File: src/rtl/quad_encoder_decoder.sv
// Quadrature encoder front end: synchronise, glitch-filter, x4 decode into step/dir and a wrapping count.
// Pin change to step/count/dir = SYNC_STAGES + FILTER_LEN + 1 cycles; no backpressure, every accepted edge is reported.
module quad_encoder_decoder #(
    parameter int WIDTH       = 4,
    parameter int SYNC_STAGES = 2,
    parameter int FILTER_LEN  = 4
) (
    input  logic             clk,
    input  logic             reset,
    input  logic             enc_a,
    input  logic             enc_b,
    input  logic             clr,
    input  logic             err_clr,
    output logic [WIDTH-1:0] count,
    output logic             dir,
    output logic             step,
    output logic             err
);

    localparam int CW = (FILTER_LEN < 2) ? 1 : $clog2(FILTER_LEN + 1);

    localparam logic [0:0] S_INIT = 1'b0;
    localparam logic [0:0] S_RUN  = 1'b1;

    logic [SYNC_STAGES-1:0] sync_a;
    logic [SYNC_STAGES-1:0] sync_b;
    logic [1:0]             sync_ab;
    logic [1:0]             sync_last;
    logic [1:0]             filt;
    logic [CW-1:0]          run_cnt;
    logic [CW-1:0]          run_len;
    logic                   accept;

    logic [0:0]             state;
    logic [1:0]             prev;
    logic                   is_up;
    logic                   is_down;
    logic                   is_bad;
    logic                   do_up;
    logic                   do_down;
    logic                   do_bad;

    always_ff @(posedge clk) begin
        if (reset) begin
            sync_a <= '0;
            sync_b <= '0;
        end else begin
            sync_a <= {sync_a[SYNC_STAGES-2:0], enc_a};
            sync_b <= {sync_b[SYNC_STAGES-2:0], enc_b};
        end
    end

    assign sync_ab = {sync_a[SYNC_STAGES-1], sync_b[SYNC_STAGES-1]};

    // A run only grows while the synchronised value holds still; any change restarts it at 1.
    always_comb begin
        run_len = (sync_ab != sync_last) ? CW'(1) : run_cnt + CW'(1);
    end

    always_ff @(posedge clk) begin
        if (reset) begin
            sync_last <= '0;
            filt      <= '0;
            run_cnt   <= '0;
            accept    <= 1'b0;
        end else begin
            sync_last <= sync_ab;
            accept    <= 1'b0;
            if (sync_ab == filt) begin
                run_cnt <= '0;
            end else if (run_len >= CW'(FILTER_LEN)) begin
                filt    <= sync_ab;
                accept  <= 1'b1;
                run_cnt <= '0;
            end else begin
                run_cnt <= run_len;
            end
        end
    end

    // State is {A,B}; CW order is 00 -> 10 -> 11 -> 01 -> 00.
    always_comb begin
        is_up   = 1'b0;
        is_down = 1'b0;
        is_bad  = 1'b0;
        case ({prev, filt})
            4'b00_10, 4'b10_11, 4'b11_01, 4'b01_00: is_up   = 1'b1;
            4'b00_01, 4'b01_11, 4'b11_10, 4'b10_00: is_down = 1'b1;
            4'b00_11, 4'b11_00, 4'b10_01, 4'b01_10: is_bad  = 1'b1;
            default: ;
        endcase
    end

    assign do_up   = accept && (state == S_RUN) && is_up;
    assign do_down = accept && (state == S_RUN) && is_down;
    assign do_bad  = accept && (state == S_RUN) && is_bad;

    always_ff @(posedge clk) begin
        if (reset) begin
            state <= S_INIT;
            prev  <= '0;
            count <= '0;
            dir   <= 1'b1;
            step  <= 1'b0;
            err   <= 1'b0;
        end else begin
            step <= do_up || do_down;
            if (accept) begin
                prev  <= filt;
                state <= S_RUN;
            end
            if (do_up) begin
                dir <= 1'b1;
            end else if (do_down) begin
                dir <= 1'b0;
            end
            if (clr) begin
                count <= '0;
            end else if (do_up) begin
                count <= count + WIDTH'(1);
            end else if (do_down) begin
                count <= count - WIDTH'(1);
            end
            // A new illegal transition beats a simultaneous clear request.
            if (do_bad) begin
                err <= 1'b1;
            end else if (err_clr) begin
                err <= 1'b0;
            end
        end
    end

endmodule
File: config.mk
export PLATFORM = sky130hd
export DESIGN_NAME = quad_encoder_decoder
export DESIGN_NICKNAME = d
export VERILOG_FILES = /design/src/rtl/quad_encoder_decoder.sv
export SDC_FILE = /design/constraint.sdc
export NUM_CORES = 1
export LEC_CHECK = 0
export ABC_AREA = 0
export CAP_MARGIN = 10
export CORE_UTILIZATION = 45
export DETAILED_ROUTE_END_ITERATION = 10
export HOLD_SLACK_MARGIN = 0.03
export PLACE_DENSITY_LB_ADDON = 0.05
export REMOVE_ABC_BUFFERS = 1
export SLEW_MARGIN = 20
export SYNTH_ARGS = -nofsm -noshare
export SYNTH_HDL_FRONTEND = slang
export SYNTH_SLANG_ARGS = --single-unit
File: constraint.sdc
create_clock -name clk -period 1.8 [get_ports clk]
set_input_delay 0.36 -clock clk [delete_from_list [all_inputs] [get_ports clk]]
set_output_delay 0.36 -clock clk [all_outputs]
set_load 0.05 [all_outputs]
### Where the registers sit

Scale bar: 10 um.
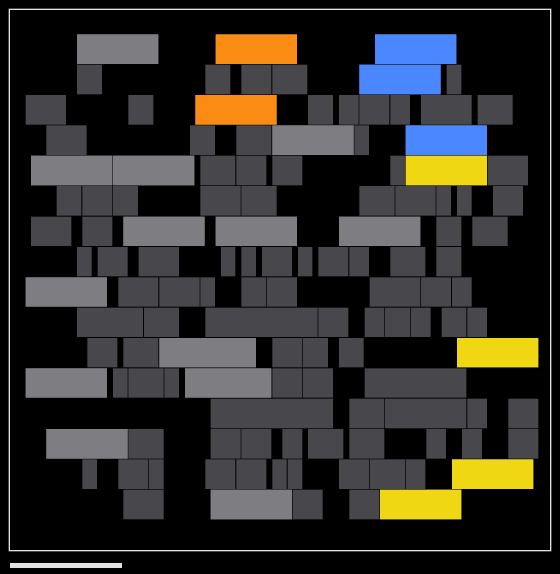
| name in the netlist | colour | flops |
|---|---|---|
| count | yellow | 4 |
| run_cnt | blue | 3 |
| sync_last | orange | 2 |
flop share of the area: 35.0%
end-of-flow core utilization: 63.6%
power attributed to sequential cells: 504 uW
total area of sequential cells: 445 um^2

### Signal wires by layer

Scale bar: 10 um. Only two layers are drawn.
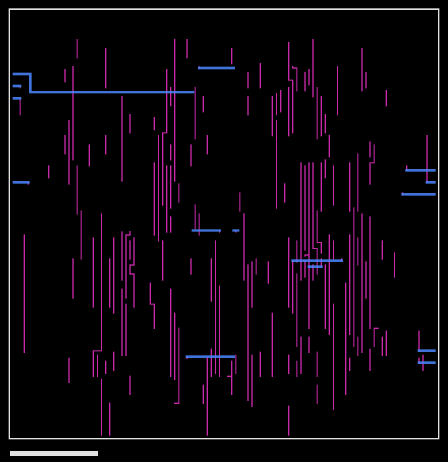
| layer | colour | wire length |
|---|---|---|
| metal 2 | magenta | 764 um |
| metal 3 | blue | 55.7 um |
routed wire length: 1.70 mm
combined global-route utilization of all metal layers: 16.2%
total number of vias: 744
final routed wire length divided by cell count: 11.2 um

## power groups by stage
stage,Clock (mW),Sequential (mW),Combinational [mW]
final,0.378,0.504,0.0724
after global routing,0.406,0.506,0.0796
after CTS,0.392,0.504,0.0728
after detailed placement,0,0.516,0.0718
after global placement,0,0.516,0.0703
after floorplan,0,0.517,0.0353
## metrics by stage
stage / util (%) / setup WS [ns] / cell area [um^2]
after floorplan: - / -0.184 / 945
after global placement: 59.4 / -0.0484 / 1190
after detailed placement: 59.4 / -0.113 / 1190
after CTS: 63.6 / 0.00824 / 1270
after global routing: 63.6 / -0.0700 / 1270
final: 63.6 / 0.0213 / 1270
## routing by layer
layer	up-vias	wire length [um]	track usage [%]
li1	382	-	-
met5	-	0	0
met4	0	48	10.3
met2	16	764	25.8
met3	5	55	3.77
met1	341	829	19.8
==> summary.txt <==
Physical implementation.

- The count of synthesis-stage warnings from yosys is 0.
- Max-cap violations in this run came to 0.
- The biggest slice of the area belongs to logic gates.
- The pre-antenna-repair detailed-routing pass consisted of 4 iterations.
- The floorplan step defined a core boundary enclosing 2000 um^2.
- The critical path starts at filt[1].
- The register name with the most flops is count.
- The die height is 48.4 um.
- The clock latency on the worst-skew pair is 0.31 ns.
- Together, buffers and inverters on the worst path number 0.
- The multi-input combinational cell area is 522 um^2.
- The synthesis run shows the most used standard cells to be sky130_fd_sc_hd__dfxtp_1 (22), sky130_fd_sc_hd__nor2_1 (11), sky130_fd_sc_hd__a21oi_1 (6), sky130_fd_sc_hd__nor2b_1 (6), sky130_fd_sc_hd__xnor2_1 (6).
- The final max-slew violation count recorded for this run is 0.
- The worst register-to-register path ends at count[3].
- The end-of-flow timing check tallies setup violations at 0.
- Non-clock buffers make up 17.0% of the layout cell area.
- The die width is 48.4 um.
- During tapcell insertion the tool placed 27 well taps.
- The number of standard cells in the final layout excluding fillers is 151.
- Counting flops with a built-in enable in the synthesized netlist gives 0.
- The area fraction in xor and xnor cells is 14.5%.
- The clock buffer instance count of the final layout is 3.
- The sum of overflow across all layers after global routing is 0.
- The path length in cells of the critical path is 8.
- The number of hold buffers added after CTS was 0.
- The worst min-delay path endpoint is sync_a[1].
- The number of cell instances after yosys synthesis is 97.
- The post-layout minimum cycle time is 1.78 ns.
- The most numerous cell in the Yosys netlist is sky130_fd_sc_hd__dfxtp_1.
- The antenna diode instance count is 0.
- Per the synthesis report, the simple-gate share of the synthesized area is 16.5%.
- Counting distinct cell types in the post-synthesis netlist gives 31.
- The switching power is 193 uW.
- The synthesized netlist devotes 9.17% of its cell area to compound gates.
- The post-route clock period utilization is 98.8%.
- The floorplan step defined a die boundary enclosing 2340 um^2.
- The critical path ends at count[3].
- The sequential fraction of design power is 52.8%.
- The launch point of the worst reg-to-reg path is filt[1].
- The number of multi-input logic gates is 70.
- TritonCTS built the clock tree.
- After detailed routing, the number of vias per cell comes to 4.93.
- Broken down by cell family, the worst path's largest delay share belongs to AND-OR/OR-AND gates.
- The combinational power share is 7.6%.
- After the last flow step, the layout net total stands at 135.
- Detailed placement finished with a half-perimeter wire length of 1.28 mm.
- The congestion estimate from routability-driven global placement came to 0.762.
- The final tally of hold violations is 0.
- After layout, the inverter instance count without clock inverters stands at 1.
- The run finished with clean final reports.
- The share of cell area taken by muxes after synthesis is 5.17%.
- The initial antenna violation count is 0.
- The post-synthesis sequential area ratio is 45.5%.
Power figures rest on the tool's default switching activity, not on a simulated workload.
